Design seg_scan_ctrl, sky130hd; sources not shown.
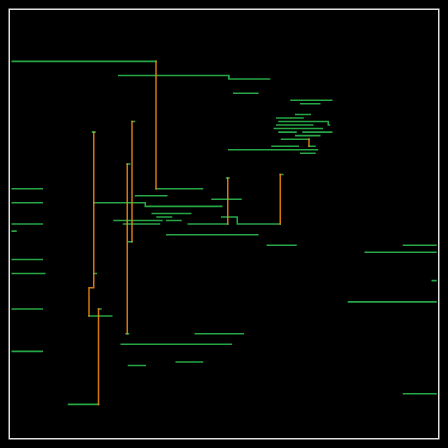
*Routed metal, one colour a layer, run 1*
Two of the layers only.
[orange] metal 4 | wire length: 155 um
[green] metal 3 | wire length: 407 um
Post-Route WL: 6430 um
routed via count: 2261
gr usage total: 22.0%
WL per Instance: 16.9 um

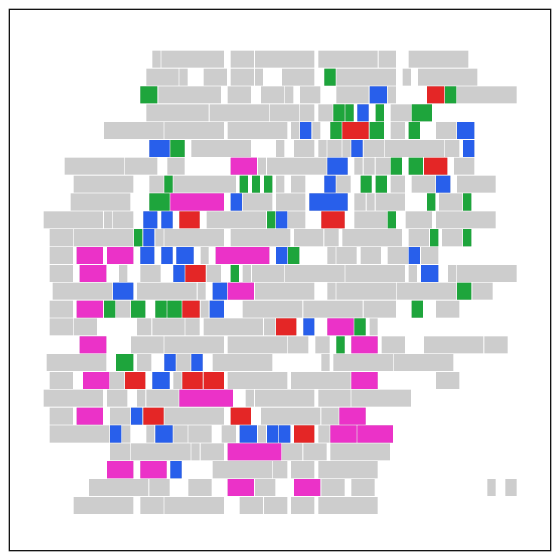
*Gate families picked out, run 1*
[green] NAND gates | cells: 38
[blue] inverting AOI/OAI gates | cells: 37
[red] AND-OR and OR-AND gates | cells: 14
[magenta] multiplexers | cells: 23
final std cells w/o fill: 380
highest-count logic cell in the final layout: dfrtp_1

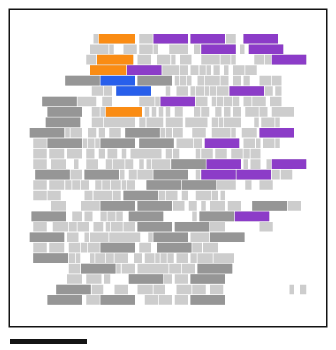
*Sequential cells grouped by signal name, run 1*
Scale bar: 20 um. Other sequential cells in the stronger grey, the rest of the logic in the fainter grey.
[purple] `u_timer/cnt_q` | sequential cells: 16
[blue] `u_timer/idx_q` | sequential cells: 2
[orange] `an` | sequential cells: 4
not coloured: 39
Seq power: 391 uW
final cell utilization of the core: 69.2%
flop share of the area: 43.3%
Reg area: 1530 sq um

==> impl_metrics.csv, run 1 <==
group,metric,value,unit
outcome,status,"complete, but fails checks",
outcome,violations,"capacitance limit, slew limit",
finish,buffers,32,
finish,lay_top_cells,"dfrtp_1, clkdlybuf4s50_1, nor2_1",
synth,synthFlopType,"dfrtp_1",
finish,layout-drive-gt1-share,16.8,%
synth,common_cells,"dfrtp_1, nor2_1, mux2_2, nand2_1",
route,wl_met2,3110,um
synth,synth_stat.cells,278,
clock_tree,ctsHoldBuffers,0,
timing,fin_crit,3940,ps
synth,async_flop_share,100,%
finish,final_area,3540,sq um
place,place_area,3380,sq um
route,drt_iter0_drc,153,
floorplan,die-area,6770,sq um
route,ant_nets,0,
grt,grtUsageMet1,27.6,%
finish,buffer_area_share,8.60,%
timing,post-route-worst-setup-slack,2600,ps
clock_tree,cts_root_buf,"clkbuf_8",
grt,grt_max_degree,62,
synth,edf_count,0,
synth,synth_cells,278,
setup_path,critical_path.max_fanout,61,
pwr,power,722,uW
clock_tree,cts.sinks,61,
clock_tree,postCtsSetupBuffers,0,
route,wl_met3,406,um
finish,nMultiInputCombCells,191,
floorplan,fp_util,60.4,%
place,place_congestion,0.873,
floorplan,taps,70,
pwr,p_int,566,uW
worst_hold_path,hold_path_depth,1,
place,numPortBuffers,29,
floorplan,ios,30,
run,cap_violations,1,
synth,logic_family,"simple AND/OR/NAND/NOR gates",
clock_tree,path_clk_slew,60,ps
setup_path,path_depth,2,
route,via_per_inst,5.95,
finish,nNetsFinal,328,
setup_path,crit_required,6260,ps
timing,slew_violations,62,
synth,yosysUniqueCellTypes,60,
setup_path,end_kind,"async pin",
finish,synthToLayoutAreaGrowth,14.6,%
timing,setup_viol,0,
### Routing congestion map, run 1

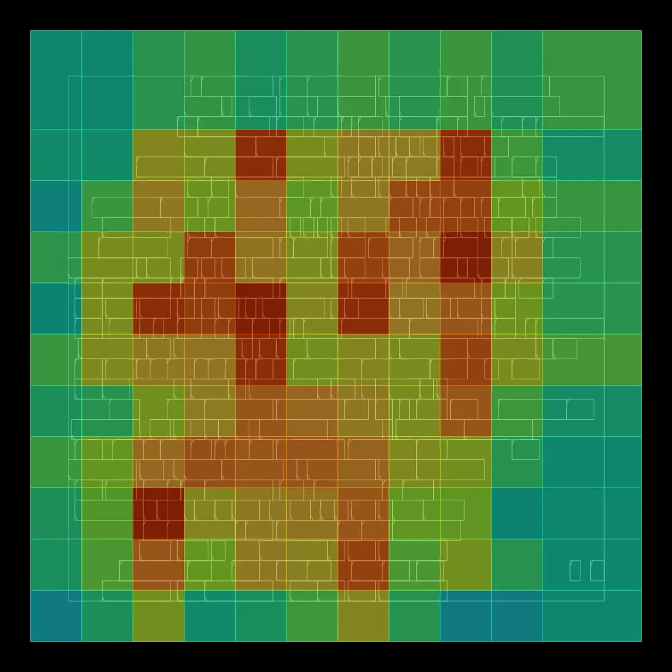

--- run 2 (diff from run 1) ---
Settings changed: CORE_UTILIZATION 59 to 57, PLACE_DENSITY 0.92 to 0.9.
Clock period 6.54 ns to 4 ns, I/O delays scaled along.
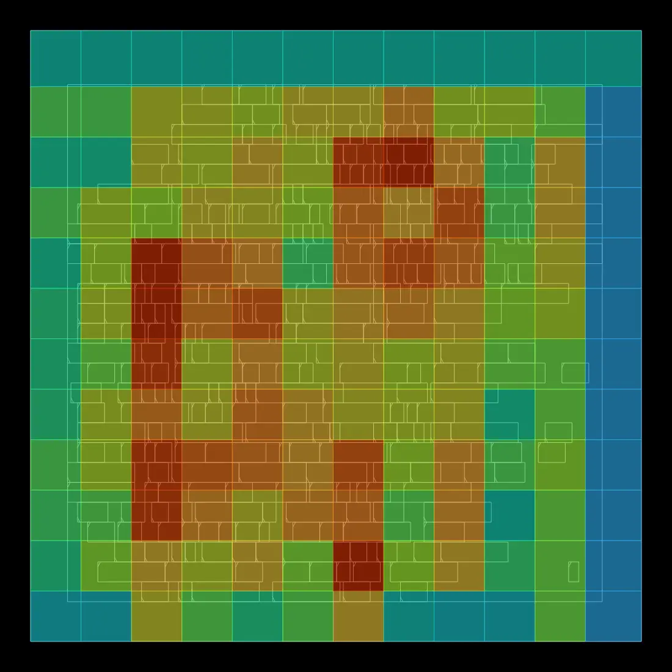
*Routing congestion map, run 2*
met1 Use GR: 24.9%
met2 Use GR: 32.4%
gr busiest metal: met2
WL per Instance: 17.1 um
final cell utilization of the core: 69.1%

==> run 2 against run 1 <==
Net effect:
- die size increased by 3.1%
- clock power up 81%
- sequential power up 64%
- the flow still finishes with violations (capacitance limit, slew limit)
- critical path type is now register to register
- design area is 1.1% higher
- critical endpoint is now an[1]
- power up 71%
==> impl_metrics.csv, run 2 <==
group,metric,value,unit
route,route.detailed.drc,0,
finish,nNetsFinal,328,
clock_tree,ctsHoldBuffers,0,
setup_path,critical_path.max_fanout,9,
finish,n_all_inverters,10,
route,via_per_inst,5.99,
pwr,p_clk_share,43.0,%
synth,synth_stat.cells,278,
place,place_area,3380,sq um
clock_tree,path_clk_slew,70,ps
route,drt_iter0_drc,203,
route,wl_met3,355,um
grt,use_met3,5.73,%
grt,grt-ovfl-total,0,
timing,post-route-worst-setup-slack,1050,ps
place,pre_cts_ws,1070,ps
route,drt_wl_total,6510,um
timing,finClkSkew,11.7,ps
outcome,status,"complete, but fails checks",
synth,yosys_warnings,6,
clock_tree,postCtsSetupBuffers,0,
finish,final-seq-area,1530,sq um
timing,setup_viol,0,
setup_path,cp.arrival,3200,ps
finish,seq_share,42.9,%
synth,ys_sh_aoi,11.6,%
finish,diodes,0,
synth,async_flop_share,100,%
route,wl_met2,3270,um
synth,synthFlopType,"dfrtp_1",
pwr,seq-power,640,uW
pwr,power-per-cell-area,345,nW/um^2
floorplan,taps,70,
floorplan,ios,30,
finish,layout.cells.non_filler,380,
route,ant_nets,0,
synth,avgSynthCellArea,11.1,sq um
finish,nMultiInputCombCells,191,
timing,fin_crit_sh,73.7,%
clock_tree,cts.sinks,61,
finish,layout-drive-gt1-share,17.4,%
setup_path,end_kind,"register",
floorplan,fp_util,59.6,%
route,top_layer,"met4",
pwr,p_int,971,uW
synth,synth_cells,278,
pwr,p_clk,531,uW
finish,lay_top_cells,"dfrtp_1, clkdlybuf4s50_1, nor2_1",
synth,top_cell,"dfrtp_1",
finish,buffers,32,
pwr,power,1230,uW
route,dr_total_vias,2276,
setup_path,crit_required,4250,ps
place,numPortBuffers,29,
setup_path,path_depth,9,
timing,setup-tns-final,0,ps
finish,synthToLayoutAreaGrowth,15.9,%
clock_tree,cts_resized,0,
synth,yosysUniqueCellTypes,60,
synth,logic_family,"simple AND/OR/NAND/NOR gates",
worst_hold_path,hold_path_depth,1,
setup_path,r2r_cells,9,
finish,final_area,3570,sq um
timing,fin_crit,2950,ps
timing,whs,495,ps
synth,yosysTopAreaCell,"dfrtp_1",
timing,slew_violations,39,
finish,dominant_cells,"flip-flops and latches",
synth,common_cells,"dfrtp_1, nor2_1, mux2_2, nand2_1",
finish,buffer_area_share,8.58,%
floorplan,die_height,83.6,um
grt,grt_max_degree,39,
synth,edf_count,0,
timing,hold_viol,0,
pwr,power_frac_seq,51.9,%
grt,grt_use_total,19.7,%
setup_path,startpoint_type,"register",
finish,mostFrequentLayoutCell,"dfrtp_1",
outcome,violations,"capacitance limit, slew limit",
floorplan,die-area,6980,sq um
place,place_congestion,0.887,
run,cap_violations,1,
run,log.warning_count,27,
clock_tree,htreeDepth,3,
clock_tree,cts_root_buf,"clkbuf_8",
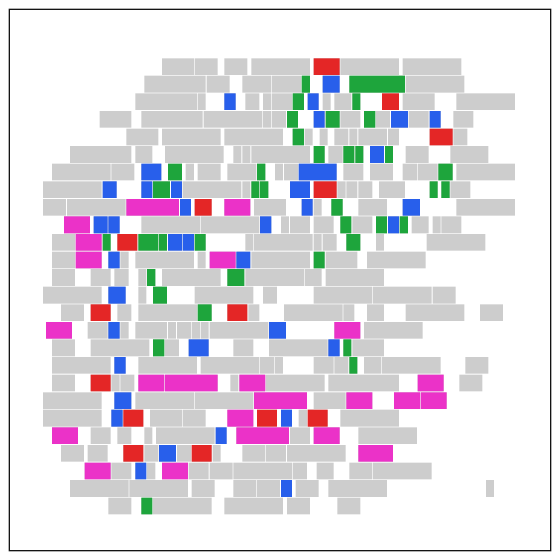
*Gate families picked out, run 2*
[blue] inverting AOI/OAI gates | cells: 37
[green] NAND gates | cells: 38
[magenta] multiplexers | cells: 23
[red] AND-OR and OR-AND gates | cells: 14
logic share of the area: 39.7%

No activity file was given, so power comes from the tool's default toggle rates.
